### src/rtl/rx_frame_reader.sv
// Ring-buffer reader: walks header/timestamp/payload records and replays each
// committed frame as an AXI4-Stream master through a 2-entry output FIFO.
module rx_frame_reader #(
  parameter int unsigned AW      = 16,
  parameter logic [15:0] MAX_LEN = 16'd9600
) (
  input  logic            clk,
  input  logic            reset_n,
  output logic [AW-1:0]   rd_addr,
  input  logic [63:0]     rd_data,
  input  logic [AW-1:0]   commited_wr_address,
  output logic [AW-1:0]   commited_rd_address,
  output logic [63:0]     m_axis_tdata,
  output logic [7:0]      m_axis_tkeep,
  output logic [127:0]    m_axis_tuser,
  output logic            m_axis_tvalid,
  output logic            m_axis_tlast,
  input  logic            m_axis_tready,
  output logic [31:0]     frames_sent,
  output logic [31:0]     frames_skipped
);

  typedef enum logic [2:0] {
    S_IDLE, S_HDR, S_TS, S_DATA, S_DRAIN, S_COMMIT, S_SKIP
  } state_t;

  state_t            state_q, state_d;
  logic [AW-1:0]     rd_ptr_q, rd_ptr_d;
  logic [AW-1:0]     rd_addr_q, rd_addr_d;
  logic [15:0]       len_q, len_d;
  logic [7:0]        src_q, src_d, dst_q, dst_d;
  logic [63:0]       ts_q, ts_d;
  logic [13:0]       n_q, n_d, issued_q, issued_d;
  logic              ts_pend_q, ts_pend_d;
  logic              infl_q, infl_d, infl_last_q, infl_last_d;
  logic [1:0][63:0]  fdata_q, fdata_d;
  logic [1:0][7:0]   fkeep_q, fkeep_d;
  logic [1:0]        flast_q, flast_d;
  logic              wr_idx_q, wr_idx_d, rd_idx_q, rd_idx_d;
  logic [1:0]        cnt_q, cnt_d;
  logic [31:0]       sent_q, sent_d, skip_q, skip_d;

  logic [15:0] hdr_len;
  logic [13:0] hdr_n;
  logic [7:0]  keep_last;
  logic [1:0]  cnt_after;
  logic        pop, push;

  assign hdr_len   = rd_data[47:32];
  assign hdr_n     = 14'(({1'b0, hdr_len} + 17'd7) >> 3);
  assign keep_last = (len_q[2:0] == 3'd0) ? 8'hFF : ((8'h01 << len_q[2:0]) - 8'h01);

  assign m_axis_tvalid = (cnt_q != 2'd0);
  assign m_axis_tdata  = m_axis_tvalid ? fdata_q[rd_idx_q] : 64'd0;
  assign m_axis_tkeep  = m_axis_tvalid ? fkeep_q[rd_idx_q] : 8'd0;
  assign m_axis_tlast  = m_axis_tvalid & flast_q[rd_idx_q];
  assign m_axis_tuser  = {32'd0, ts_q, dst_q, src_q, len_q};

  assign rd_addr             = rd_addr_q;
  assign commited_rd_address = rd_ptr_q;
  assign frames_sent         = sent_q;
  assign frames_skipped      = skip_q;

  // A read counts as issued on the edge where the memory samples rd_addr_q;
  // its word lands in the FIFO on the following edge.
  assign pop       = m_axis_tvalid & m_axis_tready;
  assign push      = infl_q;
  assign cnt_after = cnt_q + 2'(push) - 2'(pop);

  always_comb begin
    state_d     = state_q;
    rd_ptr_d    = rd_ptr_q;
    rd_addr_d   = rd_addr_q;
    len_d       = len_q;
    src_d       = src_q;
    dst_d       = dst_q;
    ts_d        = ts_q;
    n_d         = n_q;
    issued_d    = issued_q;
    ts_pend_d   = ts_pend_q;
    infl_d      = 1'b0;
    infl_last_d = 1'b0;
    fdata_d     = fdata_q;
    fkeep_d     = fkeep_q;
    flast_d     = flast_q;
    wr_idx_d    = wr_idx_q;
    rd_idx_d    = rd_idx_q;
    cnt_d       = cnt_after;
    sent_d      = sent_q;
    skip_d      = skip_q;

    if (push) begin
      fdata_d[wr_idx_q] = rd_data;
      fkeep_d[wr_idx_q] = infl_last_q ? keep_last : 8'hFF;
      flast_d[wr_idx_q] = infl_last_q;
      wr_idx_d          = ~wr_idx_q;
    end
    if (pop) rd_idx_d = ~rd_idx_q;

    unique case (state_q)
      S_IDLE: begin
        if (rd_ptr_q != commited_wr_address) begin
          rd_addr_d = rd_ptr_q;
          state_d   = S_HDR;
        end
      end
      S_HDR: begin
        rd_addr_d = rd_ptr_q + AW'(1);
        state_d   = S_TS;
      end
      // Header word is on rd_data here; the timestamp follows one cycle later.
      S_TS: begin
        len_d    = hdr_len;
        dst_d    = rd_data[23:16];
        src_d    = rd_data[7:0];
        n_d      = hdr_n;
        issued_d = 14'd0;
        if (hdr_len == 16'd0 || hdr_len > MAX_LEN) begin
          state_d = S_SKIP;
        end else begin
          rd_addr_d = rd_ptr_q + AW'(2);
          ts_pend_d = 1'b1;
          state_d   = S_DATA;
        end
      end
      S_DATA: begin
        if (ts_pend_q) begin
          ts_d      = rd_data;
          ts_pend_d = 1'b0;
        end
        if (cnt_after < 2'd2) begin
          infl_d      = 1'b1;
          infl_last_d = (issued_q == n_q - 14'd1);
          issued_d    = issued_q + 14'd1;
          rd_addr_d   = rd_addr_q + AW'(1);
          if (issued_q == n_q - 14'd1) state_d = S_DRAIN;
        end
      end
      S_DRAIN: begin
        if (pop && flast_q[rd_idx_q]) state_d = S_COMMIT;
      end
      S_COMMIT: begin
        rd_ptr_d = rd_ptr_q + AW'(2) + AW'(n_q);
        sent_d   = sent_q + 32'd1;
        state_d  = S_IDLE;
      end
      S_SKIP: begin
        rd_ptr_d = rd_ptr_q + AW'(2) + AW'(n_q);
        skip_d   = skip_q + 32'd1;
        state_d  = S_IDLE;
      end
      default: state_d = S_IDLE;
    endcase
  end

  always_ff @(posedge clk or negedge reset_n) begin
    if (!reset_n) begin
      state_q     <= S_IDLE;
      rd_ptr_q    <= '0;
      rd_addr_q   <= '0;
      len_q       <= '0;
      src_q       <= '0;
      dst_q       <= '0;
      ts_q        <= '0;
      n_q         <= '0;
      issued_q    <= '0;
      ts_pend_q   <= 1'b0;
      infl_q      <= 1'b0;
      infl_last_q <= 1'b0;
      fdata_q     <= '0;
      fkeep_q     <= '0;
      flast_q     <= '0;
      wr_idx_q    <= 1'b0;
      rd_idx_q    <= 1'b0;
      cnt_q       <= '0;
      sent_q      <= '0;
      skip_q      <= '0;
    end else begin
      state_q     <= state_d;
      rd_ptr_q    <= rd_ptr_d;
      rd_addr_q   <= rd_addr_d;
      len_q       <= len_d;
      src_q       <= src_d;
      dst_q       <= dst_d;
      ts_q        <= ts_d;
      n_q         <= n_d;
      issued_q    <= issued_d;
      ts_pend_q   <= ts_pend_d;
      infl_q      <= infl_d;
      infl_last_q <= infl_last_d;
      fdata_q     <= fdata_d;
      fkeep_q     <= fkeep_d;
      flast_q     <= flast_d;
      wr_idx_q    <= wr_idx_d;
      rd_idx_q    <= rd_idx_d;
      cnt_q       <= cnt_d;
      sent_q      <= sent_d;
      skip_q      <= skip_d;
    end
  end

endmodule

### config.mk
export PLATFORM = sky130hd
export DESIGN_NAME = rx_frame_reader
export DESIGN_NICKNAME = d
export VERILOG_FILES = /design/src/rtl/rx_frame_reader.sv
export SDC_FILE = /design/constraint.sdc
export NUM_CORES = 1
export LEC_CHECK = 0
export ABC_AREA = 1
export CAP_MARGIN = 0
export CORE_MARGIN = 10
export CORE_UTILIZATION = 47
export DETAILED_ROUTE_END_ITERATION = 10
export HOLD_SLACK_MARGIN = 0.08
export PLACE_DENSITY_LB_ADDON = 0.2
export REMOVE_ABC_BUFFERS = 1
export SETUP_SLACK_MARGIN = 0.4
export SYNTH_ARGS = -nofsm -noshare
export SYNTH_HDL_FRONTEND = slang
export SYNTH_SLANG_ARGS = --single-unit
### constraint.sdc
create_clock -name clk -period 2.3 [get_ports clk]
set_input_delay 0.345 -clock clk [delete_from_list [all_inputs] [get_ports clk]]
set_output_delay 0.345 -clock clk [all_outputs]
set_load 0.005 [all_outputs]
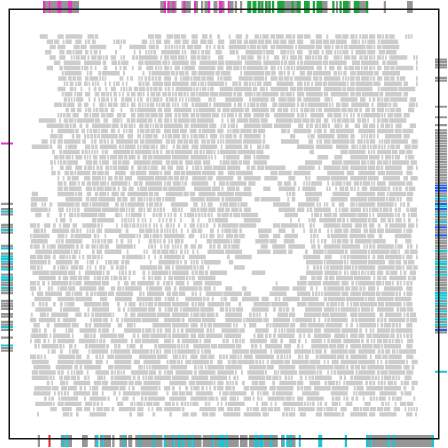
pins.png
Pins as bars across the die edge, other pins in grey.
- `m_axis_tkeep`: blue (pins 8; direction output; edge right)
- `clk`: red (pins 1; direction input; edge bottom)
- `rd_data`: cyan (pins 64; direction input; edge 35 bottom, 17 right, 12 left)
- `commited_rd_address`: magenta (pins 16; direction output; edge 15 top, 1 left)
- `frames_skipped`: green (pins 32; direction output; edge top)
- all pins by edge: 151 bottom, 102 top, 88 right, 40 left
chip width: 221.9 um
overall die height: 221.9 um
buffers added on ports: 348

==> summary.txt <==
Implementation summary

Of the post-synthesis cell area, the dominant cell type holds 0.4913. Entering global routing, the biggest net connects 136 pins. The standard cell core area is 0.04001 mm2. The initial detailed-routing violation count is roughly 2100. The number of global-route vias before repair was approximately 19000. The post-synthesis sequential area ratio is 0.4913.

The launch point of the worst min-delay path is recorded as rd_data[33]. The flow ran to the end, but the final reports show violations. The tree built by TritonCTS fans out to roughly 380 sinks.

Listed in order, past its start point the critical path passes nor2_4, buf_6, nor2_4, ha_4, inv_4, ha_4, xor2_4, inv_2, nand2_2, nand2_4, nor2_4, buf_12, buf_8, nor2_2, a21oi_1. Leaving out fill and tap cells, the most frequent cells in the layout are sky130_fd_sc_hd__nand2_1, sky130_fd_sc_hd__dfrtp_1, sky130_fd_sc_hd__o21ai_0. The instance count of the mapped netlist is about 2400. The cell area after layout is 0.03099 mm2.

Looking at the hold checks, the worst path lands on len_q[1]. The first-pass GRT wire length is 106300 um. The flow reported a cell area power density of 1496 mW/mm2. For this run, the chip area from Yosys synthesis comes to 0.01915 mm2. At the pin with the least slew margin, the transition time is 632.6 ps. met1 track demand over resource after global routing is 0.3265. The final timing report counts setup violations totalling 33. Yosys mapped the design onto 57 distinct sky130hd cell types. The signed area change from the synthesized netlist to the final layout is 61.83%. Yosys attributes the largest share of cell area to sky130_fd_sc_hd__dfrtp_1, sky130_fd_sc_hd__nand2_1, sky130_fd_sc_hd__o21ai_0, sky130_fd_sc_hd__inv_1, sky130_fd_sc_hd__xor2_1. The number of enable flip-flop cells is 0. The dominant register cell is sky130_fd_sc_hd__dfrtp_1.

Sorting the synthesized cells by how often they occur yields sky130_fd_sc_hd__nand2_1, sky130_fd_sc_hd__dfrtp_1, sky130_fd_sc_hd__o21ai_0. Hold analysis shows the worst path with a depth of 4. For this run, global-route usage on met3 was measured as 0.04429. The final reports fail on setup timing. The buffering stage count on the worst path with inverters included is 5.

Across all hold checks on the routed design, the worst slack comes to 176.5 ps. The HPWL after detailed placement is roughly 44000 um. The number of cell instances after yosys synthesis is around 2400. Yosys instantiated no cell more often than sky130_fd_sc_hd__nand2_1. The H-tree generated during clock tree synthesis spans 2 levels. In this run, synthesis produced a sequential element count of 376. The cell type group with the largest total delay on the critical path is simple AND/OR/NAND/NOR gates. Global routing finished with a remaining overflow of 0.

The total power draw is around 0.046 W. The clock transition at the registers of the reported paths is 60 ps. After layout, the worst setup slack is -87.64 ps.
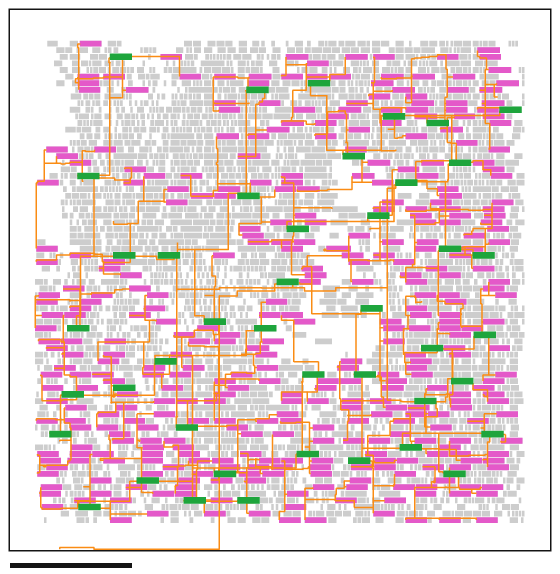
clock_map.png
The bar under the picture is 50 um long.
- clock wires: orange (length 5320 um)
- cells driving clock nets: green (count 43)
- flip-flops: magenta (count 376)
- flops lie: all over the die
- routed clock nets: 44
power drawn by the clock network: 0.00749 W
clock network latency to the later pin of the worst-skew pair: 600 ps

[logic make-up after synthesis]
family	count (synthesis)	share of synthesized area
other cells	1	0.0001958
flops	376	0.4913
xor+xnor	104	0.04756
simple gates	1096	0.2399
mux	1	0.0005879
fa+ha+maj	23	0.01542
compound gates	454	0.1255
buf+inv	360	0.07957
[report_power, final]
group	internal [W]	total, W	leakage, nW	switching (W)
Sequential	0.00936	0.0117	4.51	0.00236
Combinational	0.0135	0.0272	10.0	0.0137
Clock	0.00451	0.00749	0.747	0.00298
Total	0.0274	0.0464	15.3	0.0190
[sequential cells by signal, indices dropped and copies added (netlist names), 2 cells and up]
signal,flops
cnt_q,2
commited_rd_address,16
dst_q,8
fdata_q,128
fkeep_q,16
flast_q,2
frames_sent,32
frames_skipped,32
issued_q,14
len_q,16
n_q,14
rd_addr,16
src_q,8
state_q,3
ts_q,64
[worst min-delay path, stage by stage]
cell	delay [ps]
sky130_fd_sc_hd__dlymetal6s2s_1	120
sky130_fd_sc_hd__buf_4	140
sky130_fd_sc_hd__nand2_1	50
sky130_fd_sc_hd__o21ai_0	60
[area by class of cell]
class	instances	area (um2)
Sequential cell	376	9454
Fill cell	2564	9011
Inverter	234	942.2
Timing Repair Buffer	740	7541
Multi-Input combinational cell	1711	10840
Tap cell	525	656.9
Timing Repair inverter	1	11.26
Clock buffer	63	1261
Clock inverter	17	282.8
Antenna cell	2	5.005
[worst max path at each step]
stage | end
CTS | commited_rd_address[14]
detailed placement | issued_q[7]
floorplan | rd_addr[1]
finish | rd_addr[15]
global route | rd_addr[15]
global placement | issued_q[6]
[routing by layer]
metal,routed length [um],up-vias
met1,29220,9916
li1,-,9134
met4,2566,0
met2,38160,851
met5,0,-
met3,4890,180
Power is estimated from default activity; no workload was simulated.
